**src/rtl/irq_prio_ctrl.sv**
```systemverilog
// Registered interrupt priority controller: latches edge/level requests, masks them,
// picks one source by fixed or round-robin priority and runs a req/ack/eoi handshake.
module irq_prio_ctrl #(
    parameter int unsigned N           = 32,
    parameter int unsigned IDX_W       = 5,
    parameter int unsigned ROUND_ROBIN = 0
) (
    input  logic             clk,
    input  logic             reset,
    input  logic [N-1:0]     irq_in,
    input  logic [N-1:0]     edge_mode,
    input  logic [N-1:0]     mask,
    input  logic             ack,
    input  logic             eoi,
    output logic             irq_req,
    output logic [IDX_W-1:0] irq_id,
    output logic             in_service,
    output logic [N-1:0]     pending
);

    typedef enum logic [1:0] {
        IDLE    = 2'd0,
        REQ     = 2'd1,
        SERVICE = 2'd2
    } state_t;

    state_t           state;
    state_t           state_d;
    logic [N-1:0]     irq_in_q;
    logic [N-1:0]     pending_d;
    logic [N-1:0]     edge_set_c;
    logic [N-1:0]     eligible_c;
    logic [N-1:0]     clr_c;
    logic [N-1:0]     rot_c;
    logic [IDX_W-1:0] rr_ptr;
    logic [IDX_W-1:0] rr_ptr_d;
    logic [IDX_W-1:0] irq_id_d;
    logic [IDX_W-1:0] sel_idx_c;
    logic             sel_valid_c;
    logic             cur_eligible_c;
    logic             irq_req_d;
    logic             in_service_d;
    int unsigned      base_c;

    assign edge_set_c     = irq_in & ~irq_in_q;
    assign eligible_c     = pending & ~mask;
    assign cur_eligible_c = |(eligible_c & (N'(1) << irq_id));

    // Rotate eligible so that bit 0 is the search start, then find first one.
    always_comb begin
        base_c      = (ROUND_ROBIN != 0) ? 32'(rr_ptr) : 32'd0;
        rot_c       = (eligible_c >> base_c) | (eligible_c << (N - base_c));
        sel_idx_c   = '0;
        sel_valid_c = 1'b0;
        for (int unsigned k = 0; k < N; k++) begin
            if (!sel_valid_c && rot_c[k]) begin
                sel_valid_c = 1'b1;
                sel_idx_c   = IDX_W'((base_c + k) % N);
            end
        end
    end

    // Next-state and next-output logic; all outputs are registered below.
    always_comb begin
        state_d      = state;
        irq_req_d    = irq_req;
        irq_id_d     = irq_id;
        in_service_d = in_service;
        rr_ptr_d     = rr_ptr;
        clr_c        = '0;
        case (state)
            IDLE: begin
                if (sel_valid_c) begin
                    irq_id_d  = sel_idx_c;
                    irq_req_d = 1'b1;
                    state_d   = REQ;
                end
            end
            REQ: begin
                if (ack) begin
                    irq_req_d    = 1'b0;
                    in_service_d = 1'b1;
                    clr_c        = (N'(1) << irq_id) & edge_mode;
                    rr_ptr_d     = (irq_id == IDX_W'(N - 1)) ? '0 : irq_id + 1'b1;
                    state_d      = SERVICE;
                end else if (!cur_eligible_c) begin
                    irq_req_d = 1'b0;
                    state_d   = IDLE;
                end
            end
            SERVICE: begin
                if (eoi) begin
                    in_service_d = 1'b0;
                    state_d      = IDLE;
                end
            end
            default: begin
                irq_req_d    = 1'b0;
                in_service_d = 1'b0;
                state_d      = IDLE;
            end
        endcase
    end

    // A fresh edge beats a same-cycle ack clear.
    assign pending_d = (edge_mode & (edge_set_c | (pending & ~clr_c))) | (~edge_mode & irq_in);

    always_ff @(posedge clk) begin
        if (reset) begin
            state      <= IDLE;
            irq_req    <= 1'b0;
            irq_id     <= '0;
            in_service <= 1'b0;
            pending    <= '0;
            irq_in_q   <= '0;
            rr_ptr     <= '0;
        end else begin
            state      <= state_d;
            irq_req    <= irq_req_d;
            irq_id     <= irq_id_d;
            in_service <= in_service_d;
            pending    <= pending_d;
            irq_in_q   <= irq_in;
            rr_ptr     <= rr_ptr_d;
        end
    end

endmodule

```
**config.mk**
```make
export PLATFORM = sky130hd
export DESIGN_NAME = irq_prio_ctrl
export DESIGN_NICKNAME = d
export VERILOG_FILES = /design/src/rtl/irq_prio_ctrl.sv
export SDC_FILE = /design/constraint.sdc
export NUM_CORES = 1
export LEC_CHECK = 0
export ABC_AREA = 1
export ABC_CLOCK_PERIOD_IN_PS = 4890
export CAP_MARGIN = 20
export CORE_MARGIN = 10
export CORE_UTILIZATION = 47
export CTS_BUF_LIST = sky130_fd_sc_hd__clkbuf_4 sky130_fd_sc_hd__clkbuf_8
export DETAILED_ROUTE_END_ITERATION = 6
export GPL_ROUTABILITY_DRIVEN = 1
export MAX_ROUTING_LAYER = met4
export PLACE_DENSITY = 0.83
export SYNTH_ARGS = -nofsm -noshare
export SYNTH_HDL_FRONTEND = slang
export SYNTH_SLANG_ARGS = --single-unit
```
**constraint.sdc**
```tcl
create_clock -name clk -period 4.89 [get_ports clk]
set_clock_uncertainty 0.2 [all_clocks]
set_input_delay 1.467 -clock clk [delete_from_list [all_inputs] [get_ports clk]]
set_output_delay 1.467 -clock clk [all_outputs]
set_load 0.01 [all_outputs]
```
Figure 1. Close-up of the layout.
Region (3, 58) to (53, 108) um. Cells in gray, sequential cells in the stronger gray; small squares are vias.
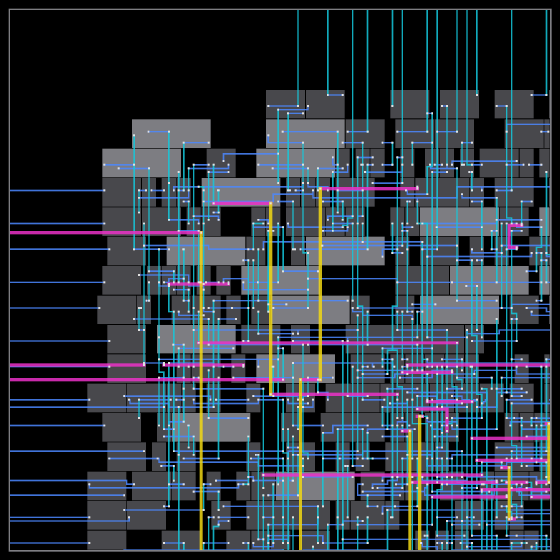
| color | layer |
|---|---|
| blue | M1 |
| yellow | M4 |
| magenta | M3 |
| cyan | M2 |
cells with their middle in the window: 171
sequential cells in the window: 16
most frequent: clkdlybuf4s50_1 (33), inv_1 (29), nand2_1 (22)
netlist names of flops here include: irq_in_q (8), pending (8)

Figure 2. Gate-type map.
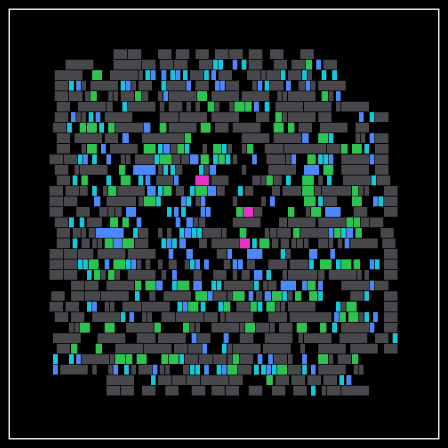
| color | family | cells |
|---|---|---|
| blue | nor cells | 106 |
| magenta | non-inverting ao/oa cells | 3 |
| green | aoi and oai cells | 101 |
| cyan | inv cells | 106 |
Final Non-Filler Cells: 803
multi-input combinational area share: 34.63%
Top cell excl fill/tap: clkdlybuf4s50_1

Figure 3. Where the registers sit.
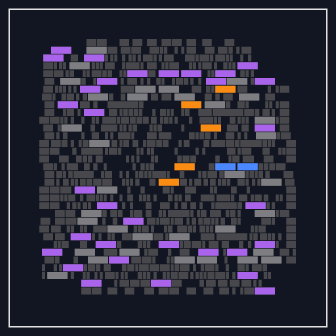
| color | name in the netlist | sequential cells |
|---|---|---|
| purple | irq_in_q | 32 |
| orange | irq_id | 5 |
| blue | state | 2 |
not colored: 34
Seq/total area: 26.21%
sequential power: 0.685 mW
post-layout util: 68.89%
Register Area: 1461 um2

Figure 4. PDN straps and rails.
Pins as bars on the die edge.
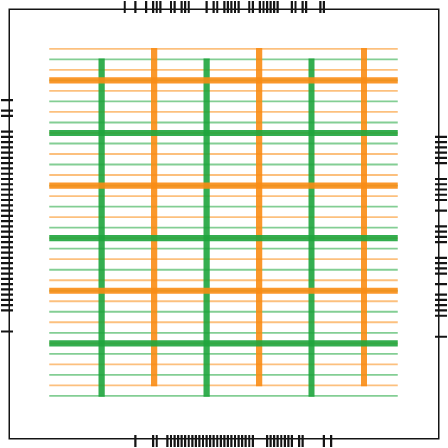
| color | net |
|---|---|
| green | VSS |
| orange | VDD |
met4 straps: 6
signal pins: 139
met1 rails: 34
rows: 33
Die H: 110.7 um
worst vdd ir: 0.1792 mV
die width: 110.7 um
Core Box Area: 8093 um2

Figure 5. Clock routing.
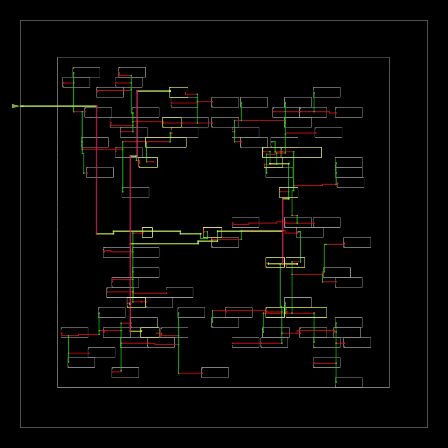
Clock Sink Count: 73
Worst-Skew Late Latency: 350 ps

==> flow_summary.json <==
{
  "yosys_area_um2": 3865,
  "period_needed_ps": 4352,
  "viasPerCell": 5.291,
  "nFillCells": 716,
  "clk-power_mw": 0.611,
  "drc": 0,
  "tap_cells": 105,
  "endpoint": "irq_id[4]",
  "status": "finished clean",
  "yosys.stat.seqShare_pct": 37.81,
  "ys_types": 36,
  "ys_cells": 560,
  "maxCapViolCount": 0,
  "avgSynthCellArea_um2": 6.902,
  "timing.rr.start": "pending[3]",
  "grt_remaining_overflow": 0,
  "p_leak_nw": 2.255,
  "r2r_cells": 20,
  "clkCellAreaFrac_pct": 4.713,
  "intPower_mw": 1.203,
  "numCtsBuffers": 9,
  "whs_endpoint": "pending[24]",
  "hold_viol": 0,
  "cts_tree": "built",
  "regToRegEndpoint": "irq_id[4]",
  "cp-start-kind": "input port",
  "fmax_mhz": 229.8,
  "critPathKind": "in2reg",
  "powerComb_mw": 0.383,
  "ys_ff": 73,
  "comb_area_um2": 1931,
  "seq_cells": 73,
  "grt_pass1_vias": 4201,
  "ant_nets": 0,
  "area_share_nonclk_buffers_pct": 24.96,
  "fp_nets": 660
}
-- metal layers --
layer | up-vias | track usage (%) | routed length [um]
li1 | 2107 | - | -
met1 | 1927 | 24.22 | 5532
met2 | 182 | 33.49 | 6274
met3 | 33 | 4.654 | 913
met4 | 0 | 8.073 | 331
met5 | - | - | 0
-- cell usage after synthesis --
library cell	number	area share, %
a2111oi_0	1	0.23
a21oi_1	10	1.3
a31oi_1	3	0.49
a41o_1	1	0.26
and3_1	1	0.16
buf_1	1	0.097
buf_6	1	0.29
clkbuf_1	16	1.6
dfxtp_1	73	38
inv_1	106	10
nand2_1	104	10
nand2_2	4	0.65
nand2_4	3	0.87
nand3_1	17	2.2
nand3_2	1	0.26
nand4_1	15	2.4
nand4_2	2	0.65
nand4_4	4	2.2
nor2_1	79	7.7
nor2_2	1	0.16
nor2_4	4	1.2
nor2_8	1	0.52
nor3_1	13	1.7
nor3_4	1	0.42
nor3b_1	1	0.19
nor4_1	6	0.97
o2111ai_1	3	0.68
o211ai_1	28	5.4
o21a_1	2	0.39
o21ai_0	37	4.8
o21bai_1	2	0.39
o22ai_1	7	1.1
o31ai_1	1	0.19
o32ai_1	8	1.8
o41ai_1	1	0.23
or2_2	2	0.32
-- sequential cells by signal, summed over array words and instances, names as in the netlist --
name	cells
irq_id	5
state	2
irq_in_q	32
in_service	1
pending	32
irq_req	1
-- metrics by stage --
step                      instance area, um2  setup slack [ps]
after global routing                    5575             296.3
after floorplan                         3865             961.8
after detailed placement                5313             197.8
after CTS                               5575             556.7
after global placement                  5313             309.2
final                                   5575             538.0
-- kinds of logic after synthesis --
| group | Yosys count | synth area share, % |
|---|---|---|
| simple gates | 259 | 32.63 |
| buf+inv | 124 | 12.24 |
| compound gates | 104 | 17.32 |
| flops | 73 | 37.81 |
Power and IR drop assume default switching activity.
